**config.mk**
```make
export PLATFORM = sky130hd
export DESIGN_NAME = pc_branch_unit
export DESIGN_NICKNAME = d
export VERILOG_FILES = /design/src/rtl/pc_branch_unit.sv
export SDC_FILE = /design/constraint.sdc
export NUM_CORES = 1
export LEC_CHECK = 0
export CAP_MARGIN = 15
export CORE_MARGIN = 2
export CORE_UTILIZATION = 47
export CTS_CLUSTER_SIZE = 10
export DETAILED_ROUTE_END_ITERATION = 7
export PLACE_DENSITY = 0.8
export REMOVE_ABC_BUFFERS = 1
export SLEW_MARGIN = 10
export SYNTH_ARGS = -nofsm -noshare
export SYNTH_HDL_FRONTEND = slang
export SYNTH_SLANG_ARGS = --single-unit
export TNS_END_PERCENT = 5
```
**constraint.sdc**
```tcl
create_clock -name Clk -period 2.2 [get_ports Clk]
set_input_delay 0.33 -clock Clk [delete_from_list [all_inputs] [get_ports Clk]]
set_output_delay 0.33 -clock Clk [all_outputs]
set_load 0.05 [all_outputs]
```
**src/rtl/pc_branch_unit.sv**
```systemverilog
// Fetch-side control stage: architectural flag register, program counter,
// branch resolution, Start/Ack run-halt handshake and a saturating run-cycle counter.
module pc_branch_unit #(
    parameter int PC_W  = 10,
    parameter int CNT_W = 16
) (
    input  logic             Clk,
    input  logic             Reset,
    input  logic             Start,
    input  logic             Stall,
    input  logic             Halt_req,
    input  logic             Flag_we,
    input  logic             ZERO_in,
    input  logic             BEVEN_in,
    input  logic             PARITY_in,
    input  logic             EQUAL_in,
    input  logic             Branch_en,
    input  logic [2:0]       Branch_cond,
    input  logic [PC_W-1:0]  Branch_target,
    output logic [PC_W-1:0]  PC,
    output logic [3:0]       Flags,
    output logic             Running,
    output logic             Ack,
    output logic [CNT_W-1:0] Cycle_count
);

    typedef enum logic [1:0] {
        IDLE   = 2'd0,
        RUN    = 2'd1,
        HALTED = 2'd2
    } state_t;

    state_t           state_q, state_d;
    logic [PC_W-1:0]  pc_q, pc_d;
    logic [3:0]       flags_q, flags_d;
    logic [CNT_W-1:0] cnt_q, cnt_d;
    logic             running_q, ack_q;
    logic             branch_taken;

    // Flag register layout is {ZERO, BEVEN, PARITY, EQUAL}.
    always_comb begin
        branch_taken = 1'b0;
        case (Branch_cond)
            3'd0:    branch_taken = 1'b1;
            3'd1:    branch_taken = flags_q[3];
            3'd2:    branch_taken = !flags_q[3];
            3'd3:    branch_taken = flags_q[0];
            3'd4:    branch_taken = !flags_q[0];
            3'd5:    branch_taken = flags_q[2];
            3'd6:    branch_taken = flags_q[1];
            default: branch_taken = !flags_q[1];
        endcase
    end

    // NOTE: every signal assigned here gets a default first so no path
    // leaves it unassigned, which would otherwise infer a latch.
    always_comb begin
        state_d = state_q;
        pc_d    = pc_q;
        flags_d = flags_q;
        cnt_d   = cnt_q;
        case (state_q)
            IDLE, HALTED: begin
                if (Start) begin
                    state_d = RUN;
                    pc_d    = '0;
                    flags_d = '0;
                    cnt_d   = '0;
                end
            end
            RUN: begin
                if (!Stall) begin
                    if (Halt_req) begin
                        state_d = HALTED;
                    end else begin
                        if (cnt_q != {CNT_W{1'b1}}) cnt_d = cnt_q + 1'b1;
                        // Branches resolve on the old flags; no bypass of a same-cycle write.
                        if (Branch_en && branch_taken) pc_d = Branch_target;
                        else                           pc_d = pc_q + 1'b1;
                    end
                    if (Flag_we) flags_d = {ZERO_in, BEVEN_in, PARITY_in, EQUAL_in};
                end
            end
            default: state_d = IDLE;
        endcase
    end

    // NOTE: sequential state uses non-blocking assignments so every flop
    // samples its next value from the same pre-edge snapshot.
    always_ff @(posedge Clk) begin
        if (Reset) begin
            state_q   <= IDLE;
            pc_q      <= '0;
            flags_q   <= '0;
            cnt_q     <= '0;
            running_q <= 1'b0;
            ack_q     <= 1'b0;
        end else begin
            state_q   <= state_d;
            pc_q      <= pc_d;
            flags_q   <= flags_d;
            cnt_q     <= cnt_d;
            running_q <= (state_d == RUN);
            ack_q     <= (state_d == HALTED);
        end
    end

    assign PC          = pc_q;
    assign Flags       = flags_q;
    assign Cycle_count = cnt_q;
    assign Running     = running_q;
    assign Ack         = ack_q;

endmodule

```
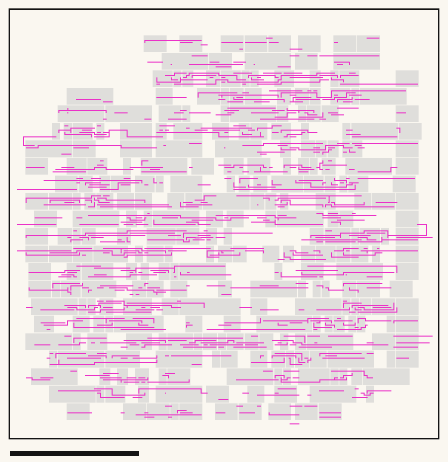
(run_1/m1.png)
Bar = 20 µm.
main direction = horizontal
nets with wire on the layer = 274
share of all routed wire = 48%
wire length on this layer = 2110 µm
longest straight run = 19.3 µm

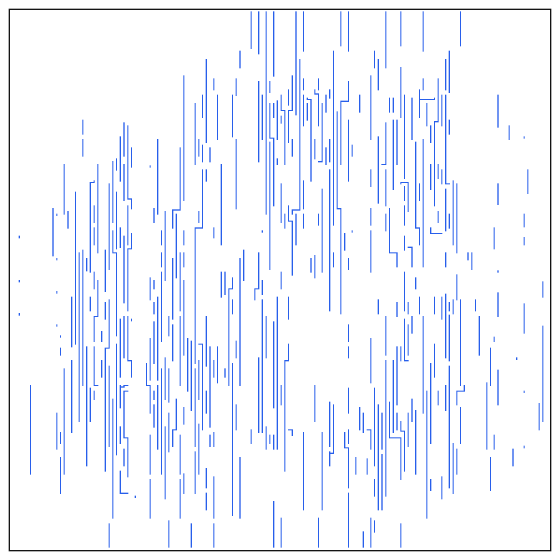
(run_1/m2.png)
nets with wire on the layer = 248
wire length on this layer = 1980 µm
longest straight run = 24.9 µm
share of all routed wire = 45%

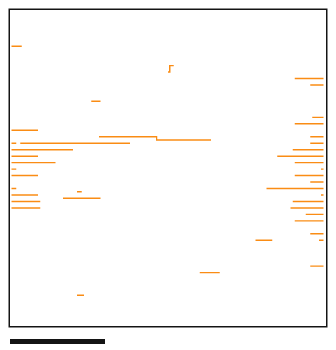
(run_1/m3.png)
Bar = 20 µm.
main direction = horizontal
longest straight run = 22.8 µm
share of all routed wire = 4.9%
nets with wire on the layer = 37
wire length on this layer = 216 µm

==> flow_metrics.rpt, run 1 <==
=== SYNTHESIS / PLACE & ROUTE SUMMARY ===
----------------------------------------------------
[Run status]
  Outcome ........................ finished, final reports clean

[Power and ir drop]
  Part of the total power dissipated in combinational logic ........................ 13.7%
  Worst-case vdd ir drop ........................ 0.343 mV
  Reported net switching power ........................ 0.322 mW

[Global routing]
  Busiest layer in global routing ........................ met2
  Initial antenna violation count ........................ 0

[Floorplan]
  Die X ........................ 66.4 µm
  DIE HEIGHT ........................ 66.4 µm

[Placed design]
  Detailed Place HPWL ........................ 3.20 mm
  Pre-CTS setup slack ........................ -0.0410 ns
  Placed Instance Area ........................ 2500 µm²

[Routing]
  WL/cell ........................ 13.1 µm

[Synth]
  Parity-gate share of the synthesized area counting xor and xnor cells ........................ 5.26%
  Share of synthesized cell area in and, or, nand and nor gates ........................ 30.6%
  Number of library cell types mapped by synthesis ........................ 46

[Final timing]
  Setup repair after global routing missed its margin ........................ no

[Setup path]
  Logic depth of the worst setup path including buffers ........................ 6
  Required time of the critical path ........................ 2.37 ns
  Max stage delay cell, worst path ........................ sky130_fd_sc_hd__clkdlybuf4s50_1
  Combined buffer and inverter count along the critical path ........................ 1
  Capturing element type of the critical path ........................ flip-flop

[Clocking]
  Post-CTS Hold Buffers ........................ 0

----------------------------------------------------
==> run 1: layout make-up <==
cell class	count	area [µm²]	share of cell area (%)
tap	48	60.1	2.31
multi-input combinational	171	1090	41.9
sequential	34	681	26.2
clock inverter	1	5.00	0.193
clock buffer	7	86.3	3.33
inverter	5	18.8	0.723
timing repair buffer	69	656	25.3
==> run 1: registers in the layout, indices dropped and copies added (netlist names) <==
signal	flops
Ack	1
state_q	2
PC	10
Cycle_count	16
Running	1
Flags	4
==> run 1: power by group through the flow <==
stage / registers [mW] / clock network, mW / logic, mW
floorplan: 0.668 / 0 / 0.0558
global placement: 0.646 / 0 / 0.174
detailed placement: 0.646 / 0 / 0.175
CTS: 0.632 / 0.488 / 0.176
global route: 0.633 / 0.514 / 0.190
finish: 0.632 / 0.473 / 0.176
--- run 2 (diff from run 1) ---
--- a/config.mk
+++ b/config.mk
@@ -10,6 +10,7 @@
 export CORE_UTILIZATION = 47
 export CTS_CLUSTER_SIZE = 10
 export DETAILED_ROUTE_END_ITERATION = 7
+export HOLD_SLACK_MARGIN = 0.06
 export PLACE_DENSITY = 0.8
 export REMOVE_ABC_BUFFERS = 1
 export SLEW_MARGIN = 10
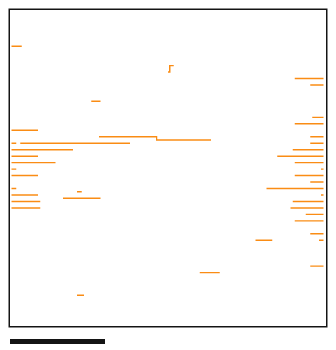
(run_2/m3.png)
Bar = 20 µm.
share of all routed wire = 4.9%
nets with wire on the layer = 37
longest straight run = 22.8 µm
main direction = horizontal

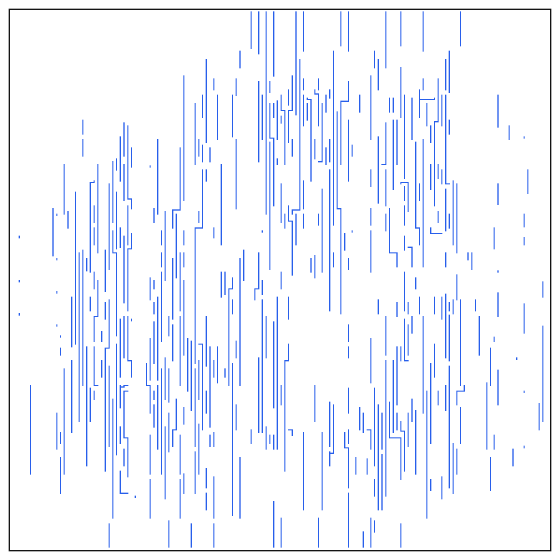
(run_2/m2.png)
longest straight run = 24.9 µm
wire length on this layer = 1980 µm

==> flow_metrics.rpt, run 2 <==
=== SYNTHESIS / PLACE & ROUTE SUMMARY ===
----------------------------------------------------
[Power and ir drop]
  Worst-case vdd ir drop ........................ 0.343 mV

[Setup path]
  Logic depth of the worst setup path including buffers ........................ 6
  Required time of the critical path ........................ 2.37 ns
  Max stage delay cell, worst path ........................ sky130_fd_sc_hd__clkdlybuf4s50_1
  Combined buffer and inverter count along the critical path ........................ 1
  Capturing element type of the critical path ........................ flip-flop
  Capture instance of the worst register-to-register path ........................ Cycle_count[14]
  Worst Reg2Reg Path Length in Cells ........................ 6

[Synth]
  Top non-seq family ........................ simple AND/OR/NAND/NOR gates
  Area share of and-or/or-and cells after synthesis ........................ 20.5%
  Mapped Avg Cell Area ........................ 8.33 µm²
  Async set-or-reset flop fraction in the synthesized netlist ........................ 0%
  Parity-gate share of the synthesized area counting xor and xnor cells ........................ 5.26%
  Synth warn ........................ 0
  Share of synthesized cell area in and, or, nand and nor gates ........................ 30.6%
  Area figure in the yosys stat output ........................ 1830 µm²
  Number of library cell types mapped by synthesis ........................ 46

[Cells and area]
  Number of flip-flops in the largest register ........................ 16

[Global routing]
  Global-route usage over all layers ........................ 22.3%
  Initial antenna violation count ........................ 0

[Placed design]
  Instance count after placement with tap cells included ........................ 327
  Pre-CTS setup slack ........................ -0.0410 ns
  Placed Instance Area ........................ 2500 µm²
  Detailed Place HPWL ........................ 3.20 mm

[Floorplan]
  Die X ........................ 66.4 µm
  DIE HEIGHT ........................ 66.4 µm
  Die area ........................ 4410 µm²

[Routing]
  Initial DRC Count ........................ 108
  WL/cell ........................ 13.1 µm
  Overall via count from detail_route ........................ 1808

[Final timing]
  Setup repair after global routing missed its margin ........................ no
  Share of the clock period used by the worst path ........................ 88.7%

[Clocking]
  Cts bufs inserted ........................ 5
  Late-Pin Clk Latency ........................ 0.29 ns
  Post-CTS Hold Buffers ........................ 0

[Run status]
  Outcome ........................ finished, final reports clean

----------------------------------------------------
==> run 2: area by class of cell <==
class	instances	area, µm²	share of cell area, %
Clock buffer	7	86.3	3.33
Clock inverter	1	5.00	0.193
Inverter	5	18.8	0.723
Multi-Input combinational cell	171	1090	41.9
Sequential cell	34	681	26.2
Tap cell	48	60.1	2.31
Timing Repair Buffer	69	656	25.3
==> run 2: routing by layer <==
metal / track usage (%) / up-vias / part of all wire (%)
li1: - / 935 / -
met1: 27.8 / 820 / 48
met2: 37.4 / 44 / 45
met3: 4.60 / 9 / 4.9
met4: 8.67 / 0 / 2.1
met5: 0 / - / 0
==> run 2: power breakdown <==
part	internal, mW	switching, mW
clock network	0.252	0.221
registers	0.624	0.00820
logic	0.0835	0.0924
total	0.960	0.322
Power figures rest on the tool's default switching activity, not on a simulated workload.
